--- src/rtl/if_fetch_unit.sv ---
// Fetch stage: owns the PC, drives the synchronous instruction-memory address, and predicts
// the next PC with a direct-mapped BTB of 2-bit counters trained from EX resolution.
module if_fetch_unit #(
    parameter logic [31:0] RESET_PC    = 32'h0000_0000,
    parameter int          BTB_ENTRIES = 16,
    parameter int          IDX_W       = 4
) (
    input  logic        clk,
    input  logic        rst,
    input  logic        pipeline_en,
    input  logic        ex_redirect_valid,
    input  logic [31:0] ex_redirect_pc,
    input  logic        ex_update_valid,
    input  logic [31:0] ex_update_pc,
    input  logic        ex_update_taken,
    input  logic [31:0] ex_update_target,
    output logic [31:0] imem_addr,
    output logic        imem_en,
    output logic [31:0] if_pc,
    output logic        if_pred_taken,
    output logic [31:0] if_pred_target,
    output logic        if_flush
);
    localparam int TAG_W = 30 - IDX_W;

    typedef struct packed {
        logic             valid;
        logic [TAG_W-1:0] tag;
        logic [31:0]      target;
        logic [1:0]       ctr;
    } btb_entry_t;

    btb_entry_t btb [BTB_ENTRIES];
    logic       started;

    logic [IDX_W-1:0] look_idx, upd_idx;
    logic [TAG_W-1:0] look_tag, upd_tag;
    logic             look_hit, upd_hit;

    // Low address bits are architecturally zero; they feed nothing.
    logic unused_low_bits;
    assign unused_low_bits = &{1'b0, ex_update_pc[1:0], ex_redirect_pc[1:0]};

    assign look_idx = if_pc[IDX_W+1:2];
    assign look_tag = if_pc[31:IDX_W+2];
    assign look_hit = btb[look_idx].valid && (btb[look_idx].tag == look_tag);

    assign upd_idx  = ex_update_pc[IDX_W+1:2];
    assign upd_tag  = ex_update_pc[31:IDX_W+2];
    assign upd_hit  = btb[upd_idx].valid && (btb[upd_idx].tag == upd_tag);

    assign if_pred_taken  = look_hit && btb[look_idx].ctr[1];
    assign if_pred_target = look_hit ? btb[look_idx].target : 32'h0;

    assign imem_addr = if_pc;
    assign imem_en   = rst | pipeline_en | ex_redirect_valid;
    assign if_flush  = ex_redirect_valid | ~started;

    // A redirect wins even while stalled so the wrong path is abandoned immediately.
    always_ff @(posedge clk or posedge rst) begin
        if (rst) begin
            if_pc   <= {RESET_PC[31:2], 2'b00};
            started <= 1'b0;
        end else begin
            started <= 1'b1;
            if (ex_redirect_valid)
                if_pc <= {ex_redirect_pc[31:2], 2'b00};
            else if (!pipeline_en)
                if_pc <= if_pc;
            else if (if_pred_taken)
                if_pc <= {if_pred_target[31:2], 2'b00};
            else
                if_pc <= if_pc + 32'd4;
        end
    end

    // Training reads pre-update contents, so a same-cycle lookup sees the old entry.
    always_ff @(posedge clk or posedge rst) begin
        if (rst) begin
            for (int i = 0; i < BTB_ENTRIES; i++) begin
                btb[i].valid  <= 1'b0;
                btb[i].tag    <= '0;
                btb[i].target <= '0;
                btb[i].ctr    <= 2'b01;
            end
        end else if (ex_update_valid) begin
            if (ex_update_taken) begin
                btb[upd_idx].target <= ex_update_target;
                if (upd_hit) begin
                    if (btb[upd_idx].ctr != 2'b11)
                        btb[upd_idx].ctr <= btb[upd_idx].ctr + 2'b01;
                end else begin
                    btb[upd_idx].valid <= 1'b1;
                    btb[upd_idx].tag   <= upd_tag;
                    btb[upd_idx].ctr   <= 2'b10;
                end
            end else if (upd_hit && btb[upd_idx].ctr != 2'b00) begin
                btb[upd_idx].ctr <= btb[upd_idx].ctr - 2'b01;
            end
        end
    end
endmodule

--- config.mk ---
export PLATFORM = sky130hd
export DESIGN_NAME = if_fetch_unit
export DESIGN_NICKNAME = d
export VERILOG_FILES = /design/src/rtl/if_fetch_unit.sv
export SDC_FILE = /design/constraint.sdc
export NUM_CORES = 2
export LEC_CHECK = 0
export ABC_CLOCK_PERIOD_IN_PS = 40800
export CAP_MARGIN = 20
export CORE_MARGIN = 8
export CORE_UTILIZATION = 45
export DETAILED_ROUTE_END_ITERATION = 8
export SYNTH_ARGS = -nofsm -noshare
export SYNTH_HDL_FRONTEND = slang
export SYNTH_SLANG_ARGS = --single-unit
--- constraint.sdc ---
create_clock -name clk -period 40.8 [get_ports clk]
set_clock_uncertainty 0.1 [all_clocks]
set_input_delay 8.16 -clock clk [delete_from_list [all_inputs] [get_ports clk]]
set_output_delay 8.16 -clock clk [all_outputs]
set_load 0.005 [all_outputs]
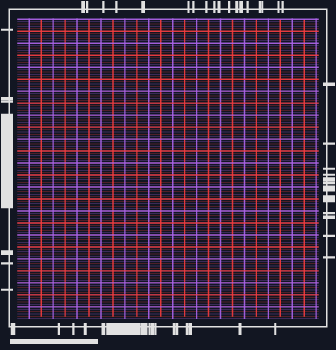
**Above:** supply network.
The bar under the picture is 100 um long. Pins as bars on the die edge.
- VDD: red
- VSS: purple
- met5 straps: 25
- met4 straps: 25
- met1 rails: 126
Die Height: 359 um
maximum vdd drop: 38.6 uV
core region area: 116000 sq um
Die X: 359 um

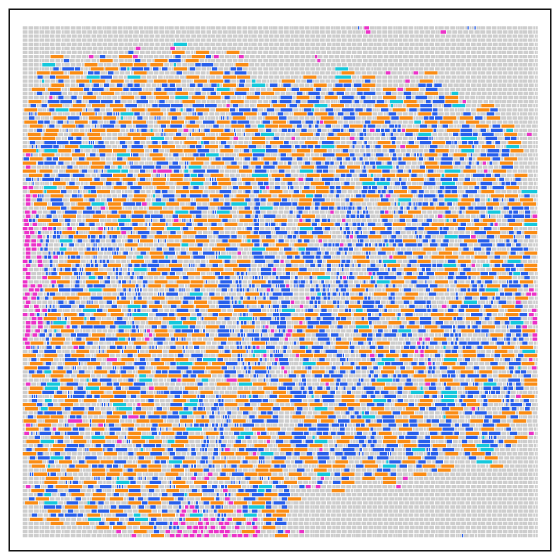
**Above:** placement by cell class.
Fill, decap, tap and diode cells in grey.
- flops: orange (cells 1007; share of their area 44%)
- all other logic: blue (cells 2395; share of their area 45%)
- other buffers and delay cells: magenta (cells 259; share of their area 4.3%)
- clock drivers and dummy loads: cyan (cells 208; share of their area 6.7%)
Rows: 125
Seq area share: 42.4%

==> run summary <==
yosys + openroad results -> final setup vio count=0, worst path cell trace=buf_2, buf_4, inv_1, buf_4, nand2_1, clkdlybuf4s50_1, Placed Instances=5183, P_seq=0.00133 W, Critical-path top delay cell=clkdlybuf4s50_1, Final Max Tran Viols=0, Detailed Place HPWL=94600 um, Ys Warns=0, layout net count=3879, Regs by FF count=btb x976, if_pc x30, started x1, Post-Synthesis Cell Area=52800 sq um, final core utilization=51.1%, crit path kind=in2out, Worst Path Arrival=9.65 ns, metal1 wirelength=71200 um, die area=129000 sq um, GR Overflow Total=0, Combinational Power Share=22.3%, Hold Crit Class=reg2reg, Clk power=0.00105 W, NetSw=0.000865 W, Seq pwr share=between 40% and 50%, critical path capture point type=output pin, worst-margin pin slew=1.15 ns, RSZ-0062 raised after global routing=false, FFs w/ async S/R, synth=100%, Post-synth seq share=47.7%, global-route wire length before repair=239000 um, Reg2Reg Depth=11, number of vias per cell=6.14, proportion of layout cells with a drive suffix above 1=40.8%, setup TNS=0 ns, Endpoint, Worst Hold=btb[8], yosys cell count=3768, clock network power share=34.3%, post-synthesis chip area from yosys=52800 sq um, DR iter-0 viols=2854, # Max-Cap Violations=0, r2r endpoint=if_pc[2], Root Buffer=clkbuf_16, internal power=around 0.0022 W, Area Growth Syn to Fin=12.5%, final period utilization=between 40 and 50%, share of the synthesized area in the top cell type=46.9%, Synth cell types=85, r2r setup slk=roughly 34 ns, Port-buffer cells=between 150 and 200, Top Consumer=registers, worst setup path start=ex_redirect_valid, leading area contributor after synthesis=dfrtp_1, Switching Share=28.2%, postcts setup bufs=0, WP data required=32.54 ns, clk ins delay skew pair=0.74 ns, Placer Congestion=0.823, tally of filler cells in the layout=10.0k, CTS tree=built, Setup WS pre-CTS=about 23 ns, WL/cell=30.0 um, WL met2=74900 um, ANT nets after route=0, flip-flops with a built-in enable=0, busiest metal layer after global routing=met2, Post-Route WL=162000 um, critical path depth in cells=6, Vias=33.1k, clk slew on worst S/H paths=0.06 ns, fin crit period=17.91 ns, H-tree Lvls=3, Post-Syn Instances=between 3k and 4k, Cell Pwr Density=51.6 nW/um^2, max reg flops=976, endpoints failing hold=0, initial antenna violation count=12, Resize count post-CTS=0, CP delay by family, top=buffers and inverters, Slew HR=23.4%, status=finished clean, met2 Use GR=39.2%, ys flop type=dfrtp_1, tool warnings=38, syn_area_per_cell=about 14 sq um, Longest Clk Path Bufs=3, # IOs=between 200 and 250, Total Power=0.00307 W, CTS sink cnt=1007, most frequent cells in the layout=987 x dfrtp_1, 745 x mux2_2, 322 x mux4_2, Commonest Layout Cell=dfrtp_1, final worst setup slack=~23 ns, Flops after synth=between 1k and 1.5k, cts bufs inserted=111, met1 usage=between 30% and 40%, Lkg Pwr=26.0 nW, Peak Freq=0.0558 GHz, hold_ws=0.370 ns, top cells by area=dfrtp_1 47%, mux2_2 16%, mux4_2 14%, placed cell area=55500 sq um, met3 usage=4.44%, Buf+Inv Stages, Crit Path=5, First-pass DRT Iterations=5
-- layout make-up --
cell class / count / area (sq um) / share of cell area, %
Sequential cell: 1007 / 25200 / 42.4
Antenna cell: 1 / 2.50 / 0.00421
Tap cell: 1524 / 1910 / 3.21
Clock inverter: 46 / 607 / 1.02
Inverter: 34 / 138 / 0.232
Multi-Input combinational cell: 2361 / 25800 / 43.4
Clock buffer: 162 / 3250 / 5.47
Timing Repair Buffer: 259 / 2490 / 4.18
-- kinds of logic after synthesis --
logic type                 after synthesis  synth area share, %
muxes                                 1416                 37.8
buffers and inverters                  403                 3.85
other                                    2               0.0142
xor gates and xnor gates                80                 1.33
AOI/OAI and AO/OA                      253                 3.28
and+or+nand+nor                        604                 5.91
DFF                                   1007                 47.7
adders and majority gates                3               0.0710
No activity file was given, so power comes from the tool's default toggle rates.
